==> src/rtl/multicycle_controller.sv <==
// Main control FSM of the multicycle RV32I core.
// Optional illegal-opcode trap: define MC_ILLEGAL_TRAP_EN.
module multicycle_controller #(
  parameter logic [3:0] RESET_STATE = 4'd0
) (
  input  logic       clk,
  input  logic       rst,
  input  logic [6:0] Op,
  input  logic [2:0] Funct3,
  input  logic       Funct7b5,
  input  logic       Zero,
  input  logic       Lt,
  output logic       PCWrite,
  output logic       AdrSrc,
  output logic       MemWrite,
  output logic       IRWrite,
  output logic       RegWrite,
  output logic [1:0] ResultSrc,
  output logic [1:0] ALUSrcA,
  output logic [1:0] ALUSrcB,
  output logic [2:0] ALUControl,
  output logic [2:0] ImmSrc,
  output logic       Illegal
);

  typedef enum logic [3:0] {
    FETCH    = 4'd0,
    DECODE   = 4'd1,
    MEMADR   = 4'd2,
    MEMREAD  = 4'd3,
    MEMWB    = 4'd4,
    MEMWRITE = 4'd5,
    EXECR    = 4'd6,
    EXECI    = 4'd7,
    ALUWB    = 4'd8,
    BRANCH   = 4'd9,
    JAL      = 4'd10,
    JALR     = 4'd11,
    LUI      = 4'd12,
    HALT     = 4'd13
  } state_t;

  localparam logic [6:0] OP_LOAD  = 7'b0000011;
  localparam logic [6:0] OP_STORE = 7'b0100011;
  localparam logic [6:0] OP_R     = 7'b0110011;
  localparam logic [6:0] OP_I     = 7'b0010011;
  localparam logic [6:0] OP_BR    = 7'b1100011;
  localparam logic [6:0] OP_JAL   = 7'b1101111;
  localparam logic [6:0] OP_JALR  = 7'b1100111;
  localparam logic [6:0] OP_LUI   = 7'b0110111;

  localparam logic [2:0] ALU_ADD = 3'b000;
  localparam logic [2:0] ALU_SUB = 3'b001;
  localparam logic [2:0] ALU_AND = 3'b010;
  localparam logic [2:0] ALU_OR  = 3'b011;
  localparam logic [2:0] ALU_XOR = 3'b100;
  localparam logic [2:0] ALU_SLT = 3'b101;

  state_t state, next;
  logic   pcw, irw, mw, rw, taken;

  function automatic logic [2:0] alu_dec(
    input logic [2:0] f3,
    input logic       sub
  );
    logic [2:0] r;
    r = ALU_ADD;
    case (f3)
      3'b000:  r = sub ? ALU_SUB : ALU_ADD;
      3'b010:  r = ALU_SLT;
      3'b100:  r = ALU_XOR;
      3'b110:  r = ALU_OR;
      3'b111:  r = ALU_AND;
      default: r = ALU_ADD;
    endcase
    return r;
  endfunction

  always_ff @(posedge clk or negedge rst) begin
    if (!rst) state <= state_t'(RESET_STATE);
    else      state <= next;
  end

  always_comb begin
    taken = 1'b0;
    case (Funct3)
      3'b000:  taken = Zero;
      3'b001:  taken = ~Zero;
      3'b100:  taken = Lt;
      3'b101:  taken = ~Lt;
      default: taken = 1'b0;
    endcase
  end

  always_comb begin
    ImmSrc = 3'b000;
    unique case (1'b1)
      Op == OP_STORE: ImmSrc = 3'b001;
      Op == OP_BR:    ImmSrc = 3'b010;
      Op == OP_JAL:   ImmSrc = 3'b011;
      Op == OP_LUI:   ImmSrc = 3'b100;
      default:        ImmSrc = 3'b000;
    endcase
  end

  always_comb begin
    next       = FETCH;
    pcw        = 1'b0;
    irw        = 1'b0;
    mw         = 1'b0;
    rw         = 1'b0;
    AdrSrc     = 1'b0;
    ResultSrc  = 2'b00;
    ALUSrcA    = 2'b00;
    ALUSrcB    = 2'b00;
    ALUControl = ALU_ADD;
    unique case (state)
      FETCH: begin
        irw       = 1'b1;
        pcw       = 1'b1;
        ALUSrcB   = 2'b10;
        ResultSrc = 2'b10;
        next      = DECODE;
      end
      DECODE: begin
        ALUSrcA = 2'b01;
        ALUSrcB = 2'b01;
        case (Op)
          OP_LOAD,
          OP_STORE: next = MEMADR;
          OP_R:     next = EXECR;
          OP_I:     next = EXECI;
          OP_BR:    next = BRANCH;
          OP_JAL:   next = JAL;
          OP_JALR:  next = JALR;
          OP_LUI:   next = LUI;
`ifdef MC_ILLEGAL_TRAP_EN
          default:  next = HALT;
`else
          default:  next = FETCH;
`endif
        endcase
      end
      MEMADR: begin
        ALUSrcA = 2'b10;
        ALUSrcB = 2'b01;
        next    = (Op == OP_LOAD) ? MEMREAD : MEMWRITE;
      end
      MEMREAD: begin
        AdrSrc = 1'b1;
        next   = MEMWB;
      end
      MEMWB: begin
        ResultSrc = 2'b01;
        rw        = 1'b1;
      end
      MEMWRITE: begin
        AdrSrc = 1'b1;
        mw     = 1'b1;
      end
      EXECR: begin
        ALUSrcA    = 2'b10;
        ALUControl = alu_dec(Funct3, Funct7b5);
        next       = ALUWB;
      end
      EXECI: begin
        ALUSrcA    = 2'b10;
        ALUSrcB    = 2'b01;
        ALUControl = alu_dec(Funct3, 1'b0);
        next       = ALUWB;
      end
      ALUWB: rw = 1'b1;
      BRANCH: begin
        ALUSrcA    = 2'b10;
        ALUControl = ALU_SUB;
        pcw        = taken;
      end
      JAL: begin
        ALUSrcA = 2'b01;
        ALUSrcB = 2'b10;
        pcw     = 1'b1;
        next    = ALUWB;
      end
      JALR: begin
        ALUSrcA = 2'b10;
        ALUSrcB = 2'b01;
        next    = JAL;
      end
      LUI: begin
        ResultSrc = 2'b11;
        rw        = 1'b1;
      end
      HALT: next = HALT;
      default: next = FETCH;
    endcase
  end

  // enables are gated so nothing commits while reset is held
  assign PCWrite  = pcw & rst;
  assign IRWrite  = irw & rst;
  assign MemWrite = mw & rst;
  assign RegWrite = rw & rst;

`ifdef MC_ILLEGAL_TRAP_EN
  logic ill_q;

  always_ff @(posedge clk or negedge rst) begin
    if (!rst)                            ill_q <= 1'b0;
    else if (state == DECODE && next == HALT) ill_q <= 1'b1;
  end

  assign Illegal = ill_q;
`else
  assign Illegal = 1'b0;
`endif

endmodule

==> config.mk <==
export PLATFORM = sky130hd
export DESIGN_NAME = multicycle_controller
export DESIGN_NICKNAME = d
export VERILOG_FILES = /design/src/rtl/multicycle_controller.sv
export SDC_FILE = /design/constraint.sdc
export NUM_CORES = 1
export LEC_CHECK = 0
export CORE_MARGIN = 5
export CORE_UTILIZATION = 34
export CTS_CLUSTER_DIAMETER = 50
export CTS_CLUSTER_SIZE = 12
export DETAILED_ROUTE_END_ITERATION = 8
export HOLD_SLACK_MARGIN = 0.03
export PLACE_DENSITY = 0.75
export SLEW_MARGIN = 10
export SYNTH_ARGS = -nofsm -noshare
export SYNTH_HDL_FRONTEND = slang
export SYNTH_SLANG_ARGS = --single-unit
==> constraint.sdc <==
create_clock -name clk -period 1.4 [get_ports clk]
set_input_delay 0.35 -clock clk [delete_from_list [all_inputs] [get_ports clk]]
set_output_delay 0.35 -clock clk [all_outputs]
set_load 0.01 [all_outputs]
### PDN straps and rails, run 1

Pins as bars on the die edge.
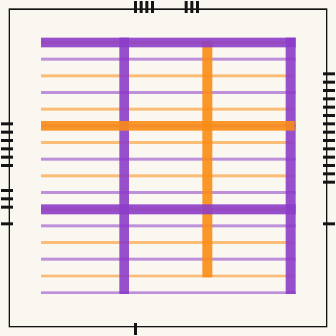
- purple: VSS
- orange: VDD
- met5 straps: 3
- rows: 15
- signal pins: 33
Die H: 51.5 microns
peak supply drop: 0.539 mV
Core Region: 0.00169 sq mm
die width: 51.5 microns

### Placement by cell class, run 1

The bar under the picture is 20 microns long.
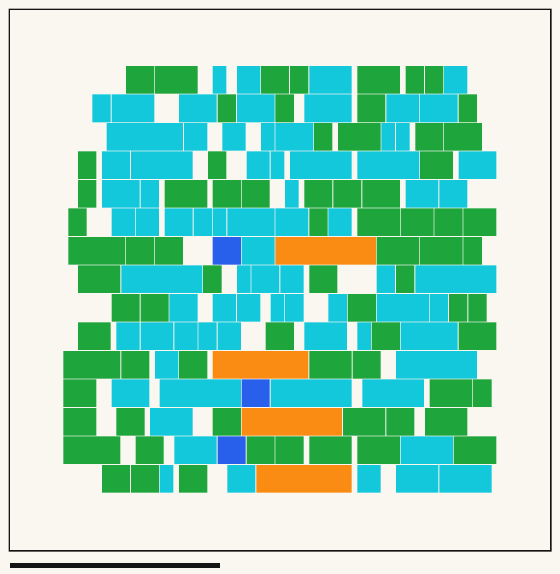
- blue: clock-net drivers (cells 3; share of their area 1.6%)
- cyan: remaining logic cells (cells 75; share of their area 48%)
- orange: registers (cells 4; share of their area 7.3%)
- green: remaining buffers and delay cells (cells 74; share of their area 43%)
fin util: 84.7%
FP Rows: 15

### Clock wires, drivers and flops, run 1

The bar under the picture is 20 microns long.
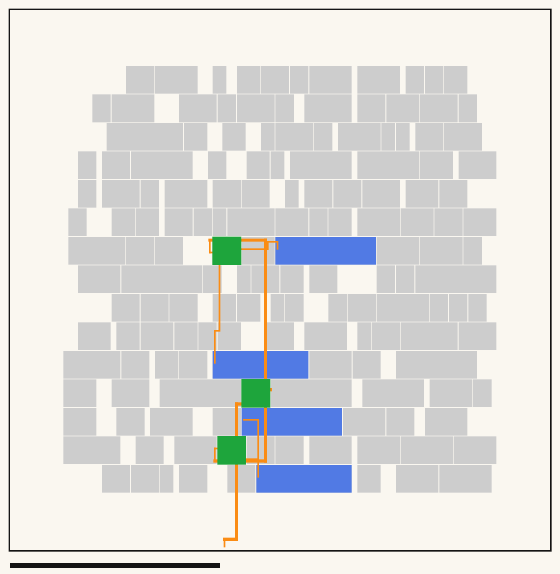
- green: clock-net drivers (count 3)
- orange: clock wires (length 79.7 microns)
- blue: flip-flops (count 4)
- routed clock nets: 4
clock power share: 11.9%
Clock Latency Late Sink: 0.24 ns
clock network power: 146 uW
skew final: 0.00268 ns

### Wiring by layer, run 1

Two of the layers only.
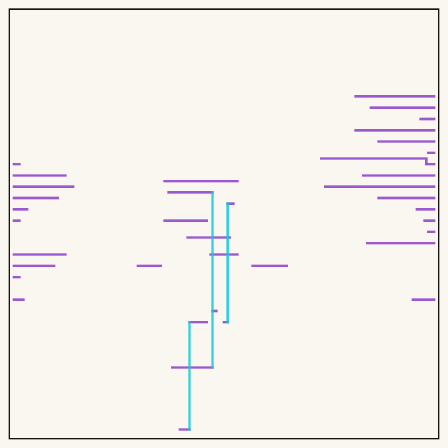
- cyan: M4 (wire length 48.3 microns)
- purple: M3 (wire length 170 microns)
Vias: 938
WL final: 2.80 mm

==> deck_impl_summary.md, run 1 <==
Physical Implementation Snapshot

Layout
  – Clk_buf instances: 3
  – Inverters: 2
  – Register Area: 103 sq um
  – Final sequential cell count: 4
  – Fin nets: 173
  – Seq/total area: 7.17%
  – Area grow syn2layout: 144%
  – Comb/total area: 46.7%
  – Diodes inserted: 0
  – Combinational gate count: 73
  – Largest class: multi-input combinational cells
  – Layout cell share with drive strength beyond 1: 66.0%
  – Max reg flops: 4
  – Clock-cell share: 1.57%
  – Non-Filler Instances: 173
  – Final non-filler cell area: 0.00143 sq mm
  – Gate Area: 668 sq um
  – Largest regs: state: 4 flops
  – Filler Cell Count: 100
  – Top reg by flops: state
  – NonClk Buf Share: a little over two fifths
  – Number of signal-net buffers in the layout: 74

Setup path
  – Crit start category: flop
  – CP Data Required Time: between 1 and 1.5 ns
  – CP Data Arrival Time: ~1.5 ns
  – Kind of end point of the critical path: output pin
  – Setup CP Type: reg -> out
  – Cell chain of the critical path: buf_6, or3_4, a31oi_4, buf_2
  – CP Max Fanout: 4
  – CP delay by family, top: flip-flops
  – Max incr delay on CP: just over 0.4 ns
  – Buf/Inv on CP: 2
  – Slowest library cell on the worst path: dfrtp_1

Place
  – Placer Congestion: 0.743
  – Hpwl dp: about 1.8 mm
  – PortBufs: 31
  – Placed cells: 159
  – Placed cell area: 0.00118 sq mm

Outcome
  – Outcome: complete, but fails checks
  – Failing checks: setup timing

Clock network
  – Clk sinks: 4
  – CTS tree: yes
  – Cts bufs inserted: 3
  – Clock H-tree levels: 1
  – Longest Clk Path Bufs: 2
  – CTS Root Cell: clkbuf_4
  – Clock transition at the registers of the reported paths: approximately 0.040 ns
  – Hold_buf cts: 0

Yosys
  – Yosys top cell area share: 17.1%
  – Mapped Cells: 86
  – Avg Cell Area, Syn: 6.82 sq um
  – Post-synth EDFFs: 0
  – Cell area after synthesis: 587 sq um
  – Yosys chip area: around 590 sq um
  – Top non-seq family: simple AND/OR/NAND/NOR gates
  – FA/HA/MAJ Cells, Area Fraction: 0%
  – Post-synthesis xor/xnor area fraction: 7.46%
  – Async SR Flop Fraction: 100%
  – Largest area contributor in the netlist: dfrtp_1
  – Distinct lib cells: 37
  – Yosys stat cell total: 86
  – Most common cell in the netlist: nand2_1
  – Basic Gates by Area: 48.4%
  – Post-synth net total: 101
  – Register bit total from synthesis: 4
  – Ys Warns: 0
  – Post-synth seq share: 17.1%
  – Top post-synthesis cells by area: dfrtp_1 17%, nand2_1 6.4%, nor3_1 6.0%
  – Most used flip-flop cell: dfrtp_1
  – Ao+oa area frac: 15.8%
  – Post-synthesis mux area share: between 3 and 4%
  – Synth top cells by count: 10 x nand2_1, 7 x nor3_1, 6 x nor2_1

Global route
  – Grt total ovfl: 0
  – Global-route wire length before repair: 4.25 mm
  – Largest net degree at the start of global routing: 11
  – Met2 usage: roughly 46%
  – Vias in the first global route: 981
  – Initial antenna violation count: 0
  – M1 GR Usage: between 15 and 20%
  – Grt met3 use: 4.01%
  – Total GRT Usage: 21.6%
  – Top Usage Layer GRT: met2

Hold path
  – HP Class: in -> async

Timing
  – # setup viols final: 19
  – RSZ-0062 raised after global routing: yes
  – Max-slew violation count: 0
  – Setup slack after layout: -0.423 ns
  – Final hold vios: 0
  – Final min period: between 1.5 and 2 ns
  – Highest Clock Rate: 548 MHz
  – Setup TNS: -4.68 ns
  – Final Cycle Share: 130%

Routing
  – Antenna Nets Post-Route: 0
  – 1st-iter DRT viols: 14
  – DR vias/cell: 5.42
  – Post-Route M1 WL: just under 1 mm
  – # DRC: 0
  – Drt wl/cell: 16.2 microns
  – Top Layer Used: met4
  – Wire length on met3: about 170 microns
  – Drt pass-1 iters: 4
  – Routed length on met2: between 1.5 and 2 mm

Die
  – # Taps: 17
  – Die ar.: 0.00266 sq mm
  – I/O pins: 33
  – Initial Utilization: 34.7%

Power and ir drop
  – PwrDens: 858 mW/mm^2
  – Leakage Power: 0.000672 uW

Run
  – Max-cap violations: 0
  – Tool Warnings: 29
==> run 1: per-stage QoR <==
stage / setup WS, ns / hold WS, ns / power, uW
3_5_place_dp: -0.997 / 0.761 / 934
6_report: -0.423 / 0.271 / 1230
3_3_place_gp: -0.936 / 0.740 / 914
2_1_floorplan: -0.0728 / 0.0544 / 509
5_1_grt: -0.486 / 0.260 / 1300
4_1_cts: -0.422 / 0.296 / 1140
==> run 1: worst paths after layout <==
check                           cells past startpoint    endpoint  slack (ns)  startpoint
worst max-delay path                                4  ALUSrcB[0]       -0.42    state[1]
worst min-delay path                                2    state[0]        0.27         rst
worst max register to register                      6    state[0]       -0.23    state[1]
worst min register to register                      3    state[2]        0.82    state[1]
max in group asynchronous                           2    state[2]        1.01         rst
min in group clk                                    4    state[3]        0.59       Op[6]
==> run 1: layout by cell type, fill, tap and decap left out, drive strengths merged, types with 3 or more instances in the layout <==
master,Yosys,layout
nor3,7,7
nand3,3,3
clkbuf,3,4
or3,3,3
xor2,3,3
nand2,10,10
nor4,5,5
buf,4,64
dfrtp,4,4
nor2b,5,5
nor2,6,6
a21oi,3,3
dlygate4sd2,0,6
a31oi,3,3
==> run 1: report_power, final <==
part	leakage, uW	internal, uW	total (uW)	switching [uW]
Clock	0.0000138	96.0	146	49.7
Combinational	0.000608	475	920	445
Sequential	0.0000500	136	162	26.1
Total	0.000672	707	1230	520
==> run 1: worst reg2reg max path: stages, from the launching register on <==
cell	delay, ns
dfrtp_1	0.41
buf_6	0.15
or3_4	0.40
buf_4	0.15
buf_6	0.11
nor4_4	0.24
or3_1	0.13
==> run 1: repair_timing <==
item	in CTS	in global routing
pin swaps	15	13
gates cloned	1	0
resized	130	31
setup endpoints to repair	21	21
buffers inserted	6	6
### Clock wiring as the flow saved it, run 1

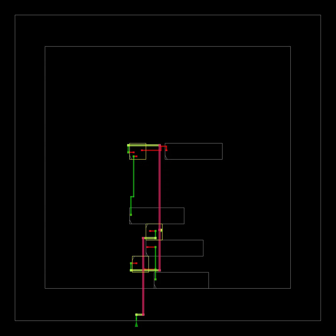

==> run 2: changes to the inputs <==
==> constraint.sdc (replaced) <==
create_clock -name clk -period 1.4 [get_ports clk]
set_input_delay 0.28 -clock clk [delete_from_list [all_inputs] [get_ports clk]]
set_output_delay 0.28 -clock clk [all_outputs]
set_load 0.01 [all_outputs]
### Clock wiring as the flow saved it, run 2

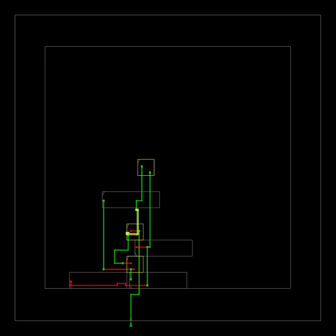
final sequential cell count: 4
clk_buf instances: 3
clk sinks: 4

### PDN straps and rails, run 2

Pins as bars on the die edge.
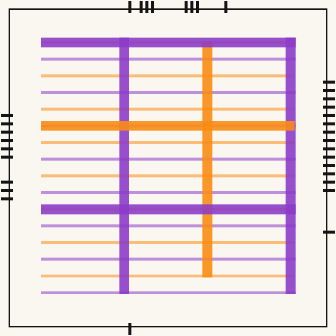
peak supply drop: 0.860 mV

==> deck_impl_summary.md, run 2 <==
Physical Implementation Snapshot

Outcome
  – Outcome: complete, but fails checks
  – Failing checks: setup timing

Global route
  – Grt total ovfl: 0
  – Initial antenna violation count: 0
  – Total GRT Usage: about a fifth
  – Global-route wire length before repair: 4.22 mm
  – Largest net degree at the start of global routing: 8

Clock network
  – CTS tree: yes
  – Cts bufs inserted: 3
  – CTS Root Cell: clkbuf_4
  – Clock transition at the registers of the reported paths: 0.05 ns
  – Hold_buf cts: 0
  – Clock H-tree levels: 1
  – Clock Latency Late Sink: 0.24 ns

Yosys
  – Largest area contributor in the netlist: dfrtp_1
  – Cell area after synthesis: 587 sq um
  – Post-synthesis mux area share: between 3 and 4%
  – Yosys top cell area share: 17.1%
  – Post-synth seq share: 17.1%
  – Most common cell in the netlist: nand2_1
  – Post-synth EDFFs: 0
  – Yosys stat cell total: 86
  – Register bit total from synthesis: 4
  – Ys Warns: 0
  – Top non-seq family: simple AND/OR/NAND/NOR gates
  – Post-synth net total: 101
  – Async SR Flop Fraction: 100%
  – Yosys chip area: 587 sq um
  – FA/HA/MAJ Cells, Area Fraction: 0%
  – Top post-synthesis cells by area: dfrtp_1 17%, nand2_1 6.4%, nor3_1 6.0%
  – Distinct lib cells: 37
  – Basic Gates by Area: about 48%
  – Mapped Cells: roughly 86
  – Synth top cells by count: 10 x nand2_1, 7 x nor3_1, 6 x nor2_1
  – Post-synthesis xor/xnor area fraction: 7.46%
  – Avg Cell Area, Syn: 6.82 sq um

Layout
  – Largest regs: state: 4 flops
  – Filler Cell Count: 76
  – Top cell excl fill/tap: buf_4
  – Diodes inserted: 0
  – Max reg flops: 4
  – Area grow syn2layout: 159%
  – Layout cell share with drive strength beyond 1: 70.1%
  – Top reg by flops: state

Place
  – Placed cell area: 0.00115 sq mm
  – Placed cells: approximately 160
  – Pre-CTS WS: -0.844 ns
  – PortBufs: 31
  – Hpwl dp: 1.61 mm
  – Placer Congestion: 0.825

Power and ir drop
  – Leakage Power: 0.000719 uW
  – PwrDens: 926 mW/mm^2
  – Clock power share: ~11%
  – Comb pwr share: around three quarters
  – Switching Share: 42.9%
  – Internal power: 803 uW
  – Switching power: 603 uW
  – Final Power: 1410 uW

Setup path
  – Crit path from: state[1]
  – Setup slack, reg-to-reg: -0.10 ns
  – Cell chain of the critical path: buf_6, nor2b_4, nand2_2, nor4_2, o21a_1, buf_2
  – Max incr delay on CP: 0.45 ns
  – Crit start category: flop
  – Reg-to-Reg Start: state[1]
  – Slowest library cell on the worst path: dfrtp_2
  – CP Max Fanout: 5

Routing
  – Vias: 1054
  – Drt pass-1 iters: 4
  – WL final: between 3 and 4 mm
  – Drt wl/cell: between 15 and 20 microns
  – Antenna Nets Post-Route: 0
  – DR vias/cell: 5.73
  – 1st-iter DRT viols: 15

Die
  – Die H: 51.5 microns
  – Initial Utilization: 34.7%
  – I/O pins: 33
  – FP Rows: 15
  – Die width: 51.5 microns
  – Core Region: between 0.0015 and 0.002 sq mm

Timing
  – Setup TNS: -3.49 ns
  – Setup slack after layout: -0.423 ns
  – # setup viols final: 15
  – Max-slew violation count: 0
  – Skew final: about 0.0066 ns
  – Highest Clock Rate: ~550 MHz
  – RSZ-0062 raised after global routing: yes
  – Final min period: roughly 1.8 ns
  – Final Cycle Share: 130%

Run
  – Tool Warnings: 29

Hold path
  – HP Class: in -> async
### Placement by cell class, run 2

The bar under the picture is 20 microns long.
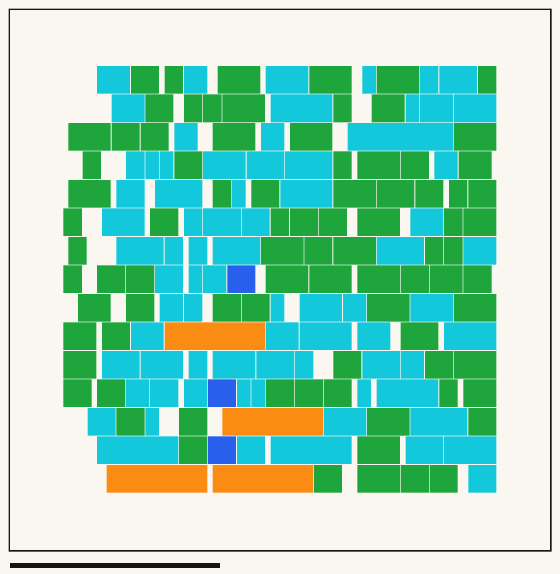
- orange: registers (cells 4; share of their area 7.0%)
- blue: clock-net drivers (cells 3; share of their area 1.5%)
- cyan: remaining logic cells (cells 75; share of their area 45%)
- green: remaining buffers and delay cells (cells 85; share of their area 47%)
fin util: 89.9%
final non-filler cell area: 0.00152 sq mm
Seq/total area: 6.92%

-- run 2: cell counts after synthesis --
No cell type changed its count.
-- run 2: cell families (layout without fill, tap and decap cells) --
kind of cell | after synthesis | count (layout)
xor+xnor | 5 | 5
simple gates | 51 | 51
mux | 2 | 2
other cells | 1 | 1
buf+inv | 9 | 90
compound gates | 14 | 14
flops | 4 | 4
-- run 2: layer usage --
| layer | up-vias | track usage (%) | wire (microns) |
|---|---|---|---|
| met5 | - | 0 | 0 |
| met4 | 0 | 8.30 | 170 |
| met3 | 21 | 4.01 | 204 |
| met2 | 63 | 40.9 | 1840 |
| met1 | 493 | 21.6 | 1300 |
| li1 | 477 | - | - |
-- run 2: final timing paths --
| path | end | cells past startpoint |
|---|---|---|
| setup / recovery | PCWrite | 6 |
| hold / removal | state[0] | 2 |
| setup reg to reg | state[0] | 5 |
| hold reg to reg | state[2] | 4 |
| max in group asynchronous | state[1] | 2 |
| min in group clk | state[3] | 4 |
-- run 2: power groups by stage --
stage,clock network [uW],logic [uW],registers (uW)
global route,169,1120,177
global placement,0,752,153
detailed placement,0,759,155
finish,155,1080,175
CTS,141,841,162
floorplan,0,352,153
-- run 2: timing repair --
item / 4_1_cts / 5_1_grt
cloned: 1 / 0
pin swaps: 22 / 14
setup buffers: 19 / 7
gates resized: 135 / 25
endpoints found under the setup margin: 21 / 19
-- run 2: cell type report --
class	count	area (sq um)	share of cell area, %
clock buffer	3	22.5	1.48
timing repair buffer	85	697	45.9
inverter	2	7.51	0.494
sequential	4	105	6.92
multi-input combinational	73	666	43.8
tap	17	21.3	1.40
-- run 2: worst max-delay path: cells and delay by family (launching register included) --
family          cells  cell delay [ns]
compound gates      1             0.18
buf+inv             2             0.28
flops               1             0.45
simple gates        3             0.39
### Clock wires, drivers and flops, run 2

The bar under the picture is 20 microns long.
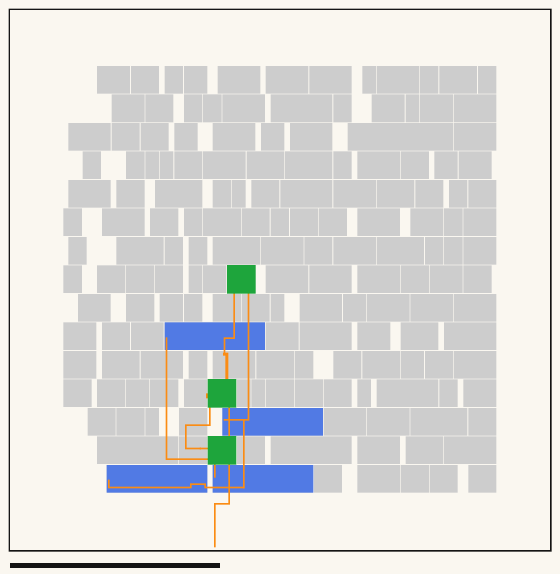

==> run 3: changes to the inputs <==
Settings changed: CTS_CLUSTER_SIZE 12 to 14, TNS_END_PERCENT from default to 1.
### Clock wires, drivers and flops, run 3

The bar under the picture is 20 microns long.
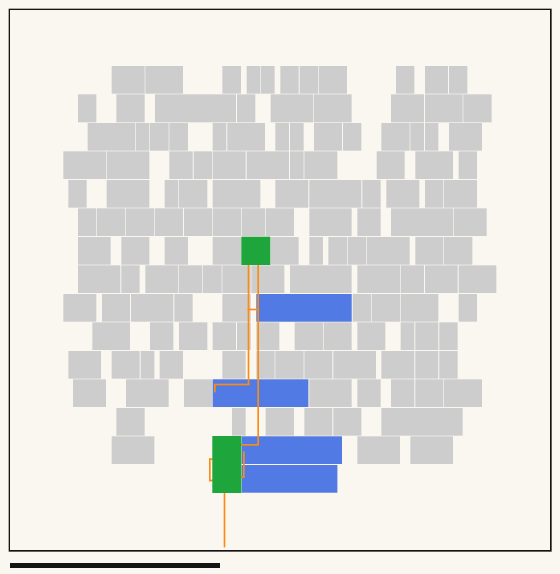
- blue: flip-flops (count 4)
- green: clock-net drivers (count 3)
- orange: clock wires (length 57.1 microns)
- flops lie: bottom middle
clock network power: 139 uW
clock power share: 13.0%
skew final: 0.00746 ns
Clock Latency Late Sink: 0.23 ns

### Placement by cell class, run 3

The bar under the picture is 20 microns long.
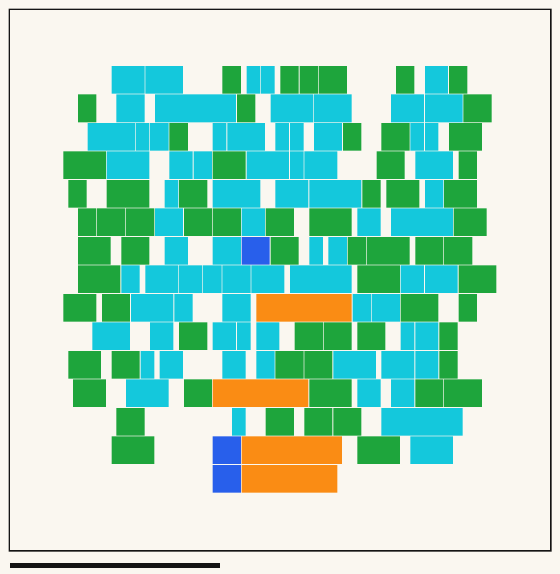
- orange: registers (cells 4; share of their area 8.4%)
- cyan: remaining logic cells (cells 75; share of their area 48%)
- blue: clock-net drivers (cells 3; share of their area 1.9%)
- green: remaining buffers and delay cells (cells 66; share of their area 42%)
fin util: 72.7%
final non-filler cell area: 0.00123 sq mm
Seq/total area: 8.26%

==> deck_impl_summary.md, run 3 <==
Physical Implementation Snapshot

Setup path
  – CP Data Arrival Time: 1.41 ns
  – Setup slack, reg-to-reg: -0.11 ns
  – Crit start category: flop
  – R2r worst-path depth: 6
  – Cell chain of the critical path: buf_4, nor2_4, buf_4, nor2_1, dlygate4sd2_1
  – Crit path from: state[2]
  – CP Max Fanout: 7
  – Slowest library cell on the worst path: dfrtp_1

Routing
  – Routed length on met2: around 1.2 mm
  – 1st-iter DRT viols: 9
  – Antenna Nets Post-Route: 0
  – WL final: 2.15 mm
  – Drt wl/cell: ~13 microns
  – # DRC: 0
  – Post-Route M1 WL: 818 microns

Hold path
  – HP Class: in -> async

Timing
  – RSZ-0062 raised after global routing: yes
  – # setup viols final: 17
  – Final min period: around 1.7 ns
  – Max-slew violation count: 0
  – Final Cycle Share: 121%
  – Hold Slack: 0.467 ns
  – Setup slack after layout: -0.293 ns

Yosys
  – Ys Warns: 0
  – Post-synth seq share: 17.1%
  – Top non-seq family: simple AND/OR/NAND/NOR gates
  – Distinct lib cells: 37
  – Register bit total from synthesis: 4
  – Synth top cells by count: 10 x nand2_1, 7 x nor3_1, 6 x nor2_1
  – Post-synth EDFFs: 0
  – Largest area contributor in the netlist: dfrtp_1
  – FA/HA/MAJ Cells, Area Fraction: 0%
  – Post-synthesis mux area share: 3.62%
  – Post-synthesis xor/xnor area fraction: 7.46%
  – Post-synth net total: 101
  – Async SR Flop Fraction: 100%

Layout
  – Diodes inserted: 0
  – Non-Filler Instances: 165
  – Fin nets: 165
  – Largest regs: state: 4 flops
  – Most frequent cells in the layout: 28 x buf_4, 16 x buf_2, 9 x nand2_1, 9 x dlygate4sd2_1, 7 x buf_6
  – Max reg flops: 4
  – Area grow syn2layout: 109%
  – Top reg by flops: state

Place
  – Hpwl dp: ~1.7 mm
  – PortBufs: 31

Outcome
  – Failing checks: setup timing
  – Outcome: complete, but fails checks

Die
  – Die ar.: 0.00266 sq mm
  – Initial Utilization: between 30% and 40%
  – Core Region: 0.00169 sq mm
  – FP Rows: 15
  – Die width: 51.5 microns

Run
  – Tool Warnings: 29
  – Max-cap violations: 0

Power and ir drop
  – Switching power: roughly 430 uW
  – PwrDens: approximately 870 mW/mm^2
  – Comb pwr share: around 73%
  – Final Power: 1070 uW

Global route
  – Vias in the first global route: 892
  – Grt total ovfl: 0

Clock network
  – Post-cts resize count: between 100 and 150
  – Post-CTS Setup Inserts: 4
  – CTS tree: yes
  – Clock transition at the registers of the reported paths: 0.04 ns
### Clock wiring as the flow saved it, run 3

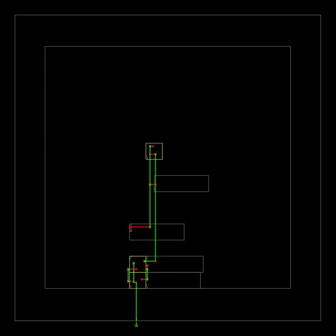
cts bufs inserted: 3

## run 3: netlist changes by cell type in the layout (fill, tap and decap cells not counted), moves of 2 or more
cell,before,now
nor2b_1,2,4
nor4_2,3,1
nor2b_4,2,0
nand2_2,3,1
nor4_1,0,2
buf_6,23,7
dfrtp_1,0,3
buf_4,35,28
clkdlybuf4s15_2,0,2
dfrtp_2,4,1
nand2_1,6,9
## run 3: worst max-delay path: cells and delay by family (launching register included)
kind          cells  cell delay, ns
buf+inv           3            0.60
flops             1            0.42
simple gates      2            0.16
## run 3: area by class of cell
| cell class | count | area [sq um] | share of cell area [%] |
|---|---|---|---|
| timing repair buffer | 66 | 505 | 41.2 |
| multi-input combinational | 73 | 569 | 46.4 |
| clock buffer | 3 | 22.5 | 1.83 |
| tap | 17 | 21.3 | 1.73 |
| sequential | 4 | 101 | 8.26 |
| inverter | 2 | 7.51 | 0.612 |
## run 3: power by group through the flow
stage / clock [uW] / combinational [uW] / sequential, uW
finish: 139 / 777 / 152
CTS: 144 / 764 / 152
detailed placement: 0 / 774 / 150
global route: 166 / 840 / 155
floorplan: 0 / 349 / 153
global placement: 0 / 754 / 149
## run 3: kinds of logic after synthesis
kind of cell / Yosys count
multiplexers: 2
AND-OR/OR-AND: 14
XOR/XNOR: 5
flip-flops: 4
buffers and inverters: 9
other: 1
AND/OR/NAND/NOR: 51
## run 3: per-stage QoR
step	setup TNS [ns]	util [%]	worst slack, ns	cell area, sq um
finish	-2.75	72.7	-0.293	1230
global route	-3.86	72.7	-0.370	1230
CTS	-2.89	71.4	-0.300	1210
detailed placement	-10.35	67.8	-0.852	1140
global placement	-9.91	67.8	-0.824	1140
floorplan	-0.130	-	-0.0618	616
No activity file was given, so power comes from the tool's default toggle rates.
